$ cat src/rtl/periph_bus_responder_pkg.sv
// Shared constants for the peripheral bus responder: register offsets, TCON bit
// indices, default window base, and the write-select payload.
package periph_bus_responder_pkg;

  localparam logic [31:0] DEFAULT_BASE_ADDR = 32'h4000_0000;

  localparam int unsigned DATA_W = 32;
  localparam int unsigned OFF_W  = 6;
  localparam int unsigned LED_W  = 8;
  localparam int unsigned SW_W   = 8;
  localparam int unsigned DIGI_W = 12;
  localparam int unsigned TCON_W = 3;

  localparam logic [OFF_W-1:0] OFF_TH      = 6'h00;
  localparam logic [OFF_W-1:0] OFF_TL      = 6'h04;
  localparam logic [OFF_W-1:0] OFF_TCON    = 6'h08;
  localparam logic [OFF_W-1:0] OFF_LED     = 6'h0C;
  localparam logic [OFF_W-1:0] OFF_SWITCH  = 6'h10;
  localparam logic [OFF_W-1:0] OFF_DIGI    = 6'h14;
  localparam logic [OFF_W-1:0] OFF_SYSTICK = 6'h18;

  localparam int unsigned TCON_EN = 0;
  localparam int unsigned TCON_IE = 1;
  localparam int unsigned TCON_IS = 2;

  // One-hot write enables produced by the address decoder.
  typedef struct packed {
    logic th;
    logic tl;
    logic tcon;
    logic led;
    logic digi;
  } wr_sel_t;

endpackage

$ cat src/rtl/periph_bus_responder_timer.sv
// Timer core: TH reload value, TL up-counter and TCON control/status, with CPU
// writes taking priority over the counter's own updates.
module periph_timer
  import periph_bus_responder_pkg::*;
(
  input  logic              clk,
  input  logic              reset_b,
  input  logic              th_we,
  input  logic              tl_we,
  input  logic              tcon_we,
  input  logic [DATA_W-1:0] wdata,
  output logic [DATA_W-1:0] th,
  output logic [DATA_W-1:0] tl,
  output logic [TCON_W-1:0] tcon,
  output logic              irq
);

  logic              ovf_c;
  logic [DATA_W-1:0] tl_next_c;
  logic [TCON_W-1:0] tcon_next_c;

  assign ovf_c = tcon[TCON_EN] && (tl == {DATA_W{1'b1}});

  // Overflow is judged on the current TL, so the status bit still sets when
  // the CPU overwrites TL in the overflow cycle.
  always_comb begin
    tl_next_c   = tl;
    tcon_next_c = tcon;
    if (tl_we) begin
      tl_next_c = wdata;
    end else if (ovf_c) begin
      tl_next_c = th;
    end else if (tcon[TCON_EN]) begin
      tl_next_c = tl + DATA_W'(1);
    end
    if (tcon_we) begin
      tcon_next_c = wdata[TCON_W-1:0];
    end else if (ovf_c && tcon[TCON_IE]) begin
      tcon_next_c[TCON_IS] = 1'b1;
    end
  end

  always_ff @(posedge clk or negedge reset_b) begin
    if (!reset_b) begin
      th   <= '0;
      tl   <= '0;
      tcon <= '0;
    end else begin
      if (th_we) th <= wdata;
      tl   <= tl_next_c;
      tcon <= tcon_next_c;
    end
  end

  assign irq = tcon[TCON_IS];

endmodule

$ cat src/rtl/periph_bus_responder.sv
// Peripheral window responder: decode, LED/DIGI/switch registers, timer, and a
// zero-latency read mux. Optional free-running counter under PERIPH_SYSTICK_EN.
module periph_bus_responder
  import periph_bus_responder_pkg::*;
#(
  parameter logic [31:0] BASE_ADDR = DEFAULT_BASE_ADDR
) (
  input  logic              clk,
  input  logic              reset_b,
  input  logic              rd,
  input  logic              wr,
  input  logic [31:0]       addr,
  input  logic [DATA_W-1:0] wdata,
  output logic [DATA_W-1:0] rdata,
  output logic              hit,
  input  logic [SW_W-1:0]   switch,
  output logic [LED_W-1:0]  led,
  output logic [DIGI_W-1:0] digi,
  output logic              irqout
);

  logic [OFF_W-1:0]  off;
  logic [1:0]        unused_addr_lsb;
  wr_sel_t           wsel;
  logic [DATA_W-1:0] th;
  logic [DATA_W-1:0] tl;
  logic [TCON_W-1:0] tcon;
  logic [SW_W-1:0]   sw_meta;
  logic [SW_W-1:0]   sw_sync;

  assign unused_addr_lsb = addr[1:0];
  assign off = {addr[OFF_W-1:2], 2'b00};
  assign hit = (addr[31:OFF_W] == BASE_ADDR[31:OFF_W]);

  // Write decode; RO and unmapped offsets produce no enable.
  always_comb begin
    wsel = '0;
    if (wr && hit) begin
      case (off)
        OFF_TH:   wsel.th   = 1'b1;
        OFF_TL:   wsel.tl   = 1'b1;
        OFF_TCON: wsel.tcon = 1'b1;
        OFF_LED:  wsel.led  = 1'b1;
        OFF_DIGI: wsel.digi = 1'b1;
        default:  ;
      endcase
    end
  end

  periph_timer u_timer (
    .clk     (clk),
    .reset_b (reset_b),
    .th_we   (wsel.th),
    .tl_we   (wsel.tl),
    .tcon_we (wsel.tcon),
    .wdata   (wdata),
    .th      (th),
    .tl      (tl),
    .tcon    (tcon),
    .irq     (irqout)
  );

  always_ff @(posedge clk or negedge reset_b) begin
    if (!reset_b) begin
      led     <= '0;
      digi    <= '0;
      sw_meta <= '0;
      sw_sync <= '0;
    end else begin
      if (wsel.led)  led  <= wdata[LED_W-1:0];
      if (wsel.digi) digi <= wdata[DIGI_W-1:0];
      sw_meta <= switch;
      sw_sync <= sw_meta;
    end
  end

`ifdef PERIPH_SYSTICK_EN
  logic [DATA_W-1:0] systick;

  always_ff @(posedge clk or negedge reset_b) begin
    if (!reset_b) begin
      systick <= '0;
    end else begin
      systick <= systick + DATA_W'(1);
    end
  end
`endif

  // Read mux reflects pre-write state, so rd+wr in one cycle returns the old value.
  always_comb begin
    rdata = '0;
    if (rd && hit) begin
      case (off)
        OFF_TH:      rdata = th;
        OFF_TL:      rdata = tl;
        OFF_TCON:    rdata = DATA_W'(tcon);
        OFF_LED:     rdata = DATA_W'(led);
        OFF_SWITCH:  rdata = DATA_W'(sw_sync);
        OFF_DIGI:    rdata = DATA_W'(digi);
`ifdef PERIPH_SYSTICK_EN
        OFF_SYSTICK: rdata = systick;
`endif
        default:     ;
      endcase
    end
  end

endmodule

$ cat config.mk
export PLATFORM = sky130hd
export DESIGN_NAME = periph_bus_responder
export DESIGN_NICKNAME = d
export VERILOG_FILES = /design/src/rtl/periph_bus_responder_pkg.sv /design/src/rtl/periph_bus_responder_timer.sv /design/src/rtl/periph_bus_responder.sv
export SDC_FILE = /design/constraint.sdc
export NUM_CORES = 1
export LEC_CHECK = 0
export ABC_AREA = 0
export CAP_MARGIN = 0
export CORE_UTILIZATION = 51
export DETAILED_ROUTE_END_ITERATION = 10
export GPL_ROUTABILITY_DRIVEN = 1
export PLACE_DENSITY = 0.82
export SYNTH_ARGS = -nofsm -noshare
export SYNTH_HDL_FRONTEND = slang
export SYNTH_SLANG_ARGS = --single-unit
$ cat constraint.sdc
create_clock -name clk -period 4.2 [get_ports clk]
set_clock_uncertainty 0.05 [all_clocks]
set_input_delay 0.84 -clock clk [delete_from_list [all_inputs] [get_ports clk]]
set_output_delay 0.84 -clock clk [all_outputs]
set_load 0.1 [all_outputs]
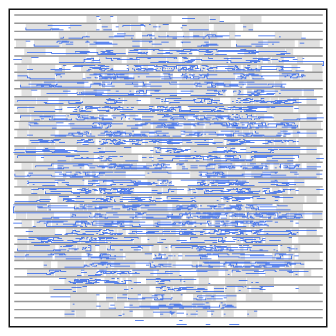
Figure 1: signal wires on met1.
Supply wires on this layer in grey.
main direction	horizontal
nets with wire on the layer	628

==> impl_metrics.yaml <==
# physical design summary
outcome:
  status: "finished clean"
final_timing:
  maxSlewViolCount: 0
floorplan:
  ios: 130
  core_um2: 10300
  die_x_um: 105
  nWellTaps: 136
clocking:
  cts_tree: "done"
  hold_buffers: 0
  cts_buffer_depth: 2
  clk_latency_ns: 0.36
logic_synthesis:
  yosysTopAreaCell: "dfrtp_1"
  yosys.stat.seqShare_pct: 47.6
  syn_area_per_cell_um2: 10.0
  yosysTopAreaCellShare_pct: 47.6
  aoi_share_pct: 18.5
  common_cells: "dfrtp_1 (103), nor2_1 (53), mux2_2 (51)"
  syn_inst: 539
  synth_area_um2: 5410
layout:
  top_regs: "u_timer.th x32, u_timer.tl x32, digi x12"
  fin_util_pct: 73.7
  clk_share_pct: 2.55
  syn_to_final_growth_pct: 40.5
  layout_top_cell: "dfrtp_1"
  dominant_cells: "logic gates"
  inv_count: 5
critical_path:
  crit_start: "addr[18]"
  slowest_delay_ns: 0.40
  worstPathArrival_ns: 2.93
  path_delay_family: "simple AND/OR/NAND/NOR gates"
  crit_buf_inv: 3
  cp-start-kind: "input pin"
  worst-setup-path-type: "in2out"
  r2r-end: "u_timer.tl[1]"
  crit_cells: 8
power:
  p_total_mw: 1.73
  vdd_drop_max_mv: 0.172
  seq_power_share_pct: 57.8
  power_frac_clock_pct: 34.9
route:
  wl_met1_um: 6100
  drtIter0Drc: 350
  ant_nets: 0
min_path:
  holdPathEnd: "sw_sync[2]"
placement:
  dp_hpwl_um: 10800
global_routing:
  grt_most_used_layer: "met2"
  antenna_found_initial: 1
run:
  cap_violations: 0
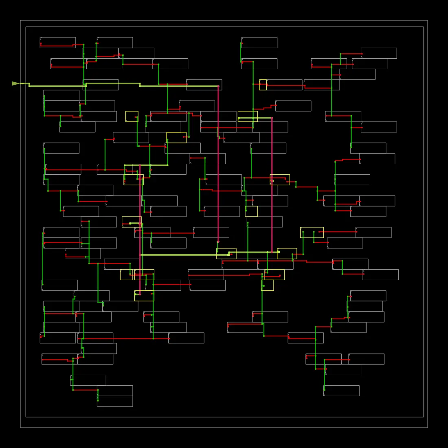
Figure 2: clock nets.
TritonCTS buffer count: 9
CTS Sinks: 103
Clk. pwr: 0.605 mW

Power is estimated from default activity; no workload was simulated.
